### src/rtl/rv_ctrl_pkg.sv
// rv_ctrl_pkg: opcodes, FSM states, instruction classes and datapath select encodings
// shared by the multicycle control unit and the datapath (imm_gen uses the IMM_* codes).
package rv_ctrl_pkg;
    localparam logic [6:0] OPC_OP     = 7'b0110011;
    localparam logic [6:0] OPC_OP_IMM = 7'b0010011;
    localparam logic [6:0] OPC_LOAD   = 7'b0000011;
    localparam logic [6:0] OPC_STORE  = 7'b0100011;
    localparam logic [6:0] OPC_LUI    = 7'b0110111;
    localparam logic [6:0] OPC_AUIPC  = 7'b0010111;
    localparam logic [6:0] OPC_BRANCH = 7'b1100011;
    localparam logic [6:0] OPC_JAL    = 7'b1101111;
    localparam logic [6:0] OPC_JALR   = 7'b1100111;

    typedef enum logic [2:0] {S_IDLE, S_FETCH, S_DECODE, S_EXEC, S_MEM, S_WB, S_TRAP} state_e;

    typedef enum logic [3:0] {
        C_OP, C_OP_IMM, C_LOAD, C_STORE, C_LUI, C_AUIPC, C_BRANCH, C_JAL, C_JALR, C_ILLEGAL
    } cls_e;

    localparam logic [2:0] IMM_I = 3'd0;
    localparam logic [2:0] IMM_S = 3'd1;
    localparam logic [2:0] IMM_B = 3'd2;
    localparam logic [2:0] IMM_U = 3'd3;
    localparam logic [2:0] IMM_J = 3'd4;

    localparam logic [1:0] PC_PLUS4 = 2'd0;
    localparam logic [1:0] PC_REL   = 2'd1;
    localparam logic [1:0] PC_JALR  = 2'd2;

    localparam logic [1:0] WB_ALU = 2'd0;
    localparam logic [1:0] WB_MEM = 2'd1;
    localparam logic [1:0] WB_PC4 = 2'd2;
    localparam logic [1:0] WB_IMM = 2'd3;
endpackage

### src/rtl/ctrl_decode.sv
// ctrl_decode: combinational opcode to instruction class and immediate format decoder.
module ctrl_decode import rv_ctrl_pkg::*; (
    input  logic [6:0] opcode_i,
    output cls_e       cls_o,
    output logic [2:0] imm_sel_o
);
    always_comb begin
        cls_o     = C_ILLEGAL;
        imm_sel_o = IMM_I;
        case (opcode_i)
            OPC_OP:     cls_o = C_OP;
            OPC_OP_IMM: cls_o = C_OP_IMM;
            OPC_LOAD:   cls_o = C_LOAD;
            OPC_STORE:  begin cls_o = C_STORE;  imm_sel_o = IMM_S; end
            OPC_LUI:    begin cls_o = C_LUI;    imm_sel_o = IMM_U; end
            OPC_AUIPC:  begin cls_o = C_AUIPC;  imm_sel_o = IMM_U; end
            OPC_BRANCH: begin cls_o = C_BRANCH; imm_sel_o = IMM_B; end
            OPC_JAL:    begin cls_o = C_JAL;    imm_sel_o = IMM_J; end
            OPC_JALR:   cls_o = C_JALR;
            default:    ;
        endcase
    end
endmodule

### src/rtl/multicycle_ctrl.sv
// multicycle_ctrl: FSM sequencing one RV32I instruction at a time and driving every datapath control.
// Define ILLEGAL_TRAP_EN to trap on unknown opcodes; otherwise they execute as NOPs.
module multicycle_ctrl import rv_ctrl_pkg::*; #(
    parameter int MEM_TIMEOUT = 15
) (
    input  logic        clk,
    input  logic        rst_n,
    input  logic [31:0] instr,
    input  logic        mem_ready,
    input  logic        branch_taken,
    output logic        imem_req,
    output logic        dmem_req,
    output logic        dmem_we,
    output logic        ir_we,
    output logic        pc_we,
    output logic [1:0]  pc_sel,
    output logic        rf_we,
    output logic [2:0]  imm_sel,
    output logic        alu_src_a,
    output logic        alu_src_b,
    output logic [1:0]  wb_sel,
    output logic [2:0]  state,
    output logic        trap,
    output logic        bus_err
);
`ifdef ILLEGAL_TRAP_EN
    localparam state_e illegal_next = S_TRAP;
`else
    localparam state_e illegal_next = S_FETCH;
`endif
    state_e     state_q, state_d;
    logic [7:0] wait_cnt_q, wait_cnt_d;
    logic       bus_err_q, bus_err_d;
    cls_e       cls;
    logic [2:0] dec_imm;
    logic       waiting, timeout, rd_nz, exec_st, held, jump, unused_instr;

    ctrl_decode u_decode (.opcode_i(instr[6:0]), .cls_o(cls), .imm_sel_o(dec_imm));

    assign unused_instr = ^instr[31:12];
    assign rd_nz        = |instr[11:7];
    assign waiting      = state_q == S_FETCH || state_q == S_MEM;
    // a handshake in the final count cycle still completes
    assign timeout      = waiting && !mem_ready && wait_cnt_q == 8'(MEM_TIMEOUT - 1);
    assign state        = state_q;
    assign bus_err      = bus_err_q;

    always_ff @(posedge clk or negedge rst_n) begin
        if (!rst_n) begin
            state_q    <= S_IDLE;
            wait_cnt_q <= 8'd0;
            bus_err_q  <= 1'b0;
        end else begin
            state_q    <= state_d;
            wait_cnt_q <= wait_cnt_d;
            bus_err_q  <= bus_err_d;
        end
    end

    always_comb begin
        state_d = state_q;
        case (state_q)
            S_IDLE:   state_d = S_FETCH;
            S_FETCH:  state_d = timeout ? S_TRAP : mem_ready ? S_DECODE : S_FETCH;
            S_DECODE: state_d = S_EXEC;
            S_EXEC:   state_d = cls inside {C_LOAD, C_STORE} ? S_MEM :
                                cls inside {C_OP, C_OP_IMM, C_LUI, C_AUIPC} ? S_WB :
                                cls == C_ILLEGAL ? illegal_next : S_FETCH;
            S_MEM:    state_d = timeout ? S_TRAP : !mem_ready ? S_MEM : cls == C_STORE ? S_FETCH : S_WB;
            S_WB:     state_d = S_FETCH;
            default:  state_d = S_TRAP;
        endcase
        wait_cnt_d = (waiting && !mem_ready) ? wait_cnt_q + 8'd1 : 8'd0;
        bus_err_d  = bus_err_q || timeout;
    end

    // operand selects stay valid past EXEC so the ALU result is stable for MEM address and WB
    always_comb begin
        exec_st   = state_q == S_EXEC;
        held      = state_q inside {S_EXEC, S_MEM, S_WB};
        jump      = exec_st && (cls == C_JAL || cls == C_JALR);
        imem_req  = state_q == S_FETCH;
        ir_we     = imem_req && mem_ready;
        dmem_req  = state_q == S_MEM;
        dmem_we   = dmem_req && cls == C_STORE;
        pc_we     = ir_we || jump || (exec_st && cls == C_BRANCH && branch_taken);
        pc_sel    = !exec_st ? PC_PLUS4 : cls == C_JALR ? PC_JALR :
                    cls inside {C_BRANCH, C_JAL} ? PC_REL : PC_PLUS4;
        rf_we     = rd_nz && (jump || state_q == S_WB);
        wb_sel    = jump ? WB_PC4 : state_q != S_WB ? WB_ALU :
                    cls == C_LOAD ? WB_MEM : cls == C_LUI ? WB_IMM : WB_ALU;
        imm_sel   = (held || state_q == S_DECODE) ? dec_imm : IMM_I;
        alu_src_a = held && cls == C_AUIPC;
        alu_src_b = held && cls inside {C_OP_IMM, C_LOAD, C_STORE, C_AUIPC, C_JALR};
        trap      = state_q == S_TRAP;
    end
endmodule

### config.mk
export PLATFORM = sky130hd
export DESIGN_NAME = multicycle_ctrl
export DESIGN_NICKNAME = d
export VERILOG_FILES = /design/src/rtl/rv_ctrl_pkg.sv /design/src/rtl/ctrl_decode.sv /design/src/rtl/multicycle_ctrl.sv
export SDC_FILE = /design/constraint.sdc
export NUM_CORES = 1
export LEC_CHECK = 0
export ABC_AREA = 1
export CAP_MARGIN = 15
export CORE_ASPECT_RATIO = 1.4
export CORE_MARGIN = 2
export CORE_UTILIZATION = 38
export CTS_BUF_LIST = sky130_fd_sc_hd__clkbuf_8 sky130_fd_sc_hd__clkbuf_16
export DETAILED_ROUTE_END_ITERATION = 12
export PLACE_DENSITY = 0.81
export SYNTH_ARGS = -nofsm -noshare
export SYNTH_HDL_FRONTEND = slang
export SYNTH_SLANG_ARGS = --single-unit
export TNS_END_PERCENT = 50
### constraint.sdc
create_clock -name clk -period 2.5 [get_ports clk]
set_clock_uncertainty 0.1 [all_clocks]
set_input_delay 0.75 -clock clk [delete_from_list [all_inputs] [get_ports clk]]
set_output_delay 0.75 -clock clk [all_outputs]
set_load 0.005 [all_outputs]
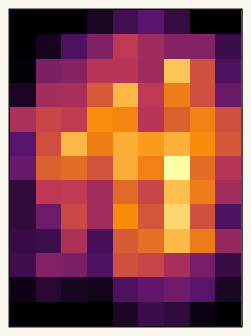
Fig. 1. Wire density map.
The die is cut into 9 by 13 equal tiles; black is low, pale yellow is high, scaled to the fullest tile. Values are wire area over tile area, all layers added.
fullest tile	0.60
mean over tiles	0.24
nearly empty tiles	10%
tiles over half the peak	39%

==> flow_summary.toml <==
# yosys + openroad results
[status]
status = "complete, but fails checks"
violations = "setup timing"

[global_route]
grt_start_max_net_pins = 13
groute.layer.met2.usage_pct = 51.20
grt.total_usage_pct = 28.00
grtUsageMet1_pct = 29.23
antenna_found_initial = 0

[place]
globalplace.congestion = 0.9789
hpwlAfterDp_mm = 2.279

[power]
power.density_nw_per_um2 = 249.0
p_seq_uw = 195
vdd_ir_drop_max_uv = 327.5
combinationalPowerShare_pct = 24.7
p_int_uw = 359.3
power_frac_seq_pct = 39.7

[timing]
drv_slew = 0
period_used_pct = 107.4
setup_violations = 12
layout_min_cycle_time_ns = 2.685
fin_ws_ns = -0.1851
hold_violations = 0
rsz0062_at_grt = "true"

[cells_and_area]
comb_area_share_pct = 42.31
final_cell_area_um2 = 1969
inverters = 31
area_growth_pct = 100.3
combGateArea_um2 = 833.3
insertedDiodeCount = 0
final_layout_size_suffix_gt1_share_pct = 49.36

[logic_synthesis]
yosysTopAreaCell = "dfrtp_1"
area_leaders = "dfrtp_1 31%, nand2_1 13%, nor2_1 11%"
synth.distinct_cells = 18
synth-seq-cells = 12
synthCells = 162
top_area_share_pct = 30.53
ys_sh_adder_pct = 2.545

[route]
route.detailed.drc = 0
routedWlPerCell_um = 16.50
firstDrtPassIters = 4
dr_total_vias = 1411
vias_per_cell = 5.285
ant_nets = 0

[die]
boundaryPins = 56
chipArea_um2 = 3017
initCoreUtil_pct = 40.68

[clock_tree]
clkLatencyLatePin_ns = 0.24
htreeDepth = 1
clk_pin_slew_ns = 0.05
clockBufferDepth = 2
clkSinkCount = 12

[worst_setup_path]
worst_path_max_delay_cell = "nor2_4"
path_cells = "buf_8, inv_8, nand2_4, nor2_4, nand2_2, nand3_2, inv_2, nand4_1, buf_4, nand3_2, buf_2"
worstReg2RegEnd = "state[1]$_DFF_PN0_"
startpoint = "instr[2]"
cp_top_family = "simple AND/OR/NAND/NOR gates"

[min_path]
worstHoldEndpoint = "wait_cnt_q[0]$_DFF_PN0_"
hp-class = "reg2reg"
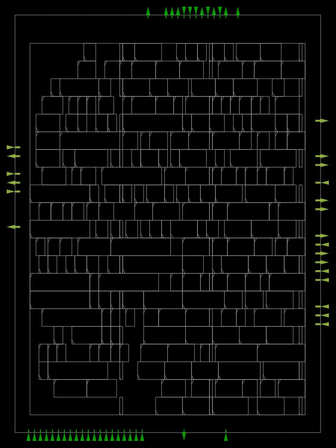
Fig. 2. Cell outlines without signal wires.
# fillers: 159
Seq/total area: 15.25%
Final Non-Filler Cells: 267

[synthesized netlist by cell type]
master	number
o21ai_1	5
dfrtp_1	12
nand2_1	33
ha_1	2
a21oi_1	9
o21ai_0	7
nor2_1	29
inv_2	4
nor2_2	3
a21oi_4	1
nand3_1	15
nor4_1	1
a21oi_2	1
nor3_1	5
nand2_2	2
nand3_2	1
nand4_1	5
inv_1	27
[per-layer routing]
layer	vias up	routed length [um]	share of wire (%)
met5	-	0	0
met4	0	263	6.0
met3	24	199	4.5
met2	55	2388	54
met1	670	1553	35
li1	662	-	-
[repair_timing]
action / in CTS / in global routing
pin swaps: 25 / 22
resized: 149 / 34
setup endpoints to repair: 15 / 14
buffers inserted: 17 / 3
[state kept, by name (all words and copies together) (netlist names)]
signal / flops
state: 3
wait_cnt_q: 8
bus_err: 1
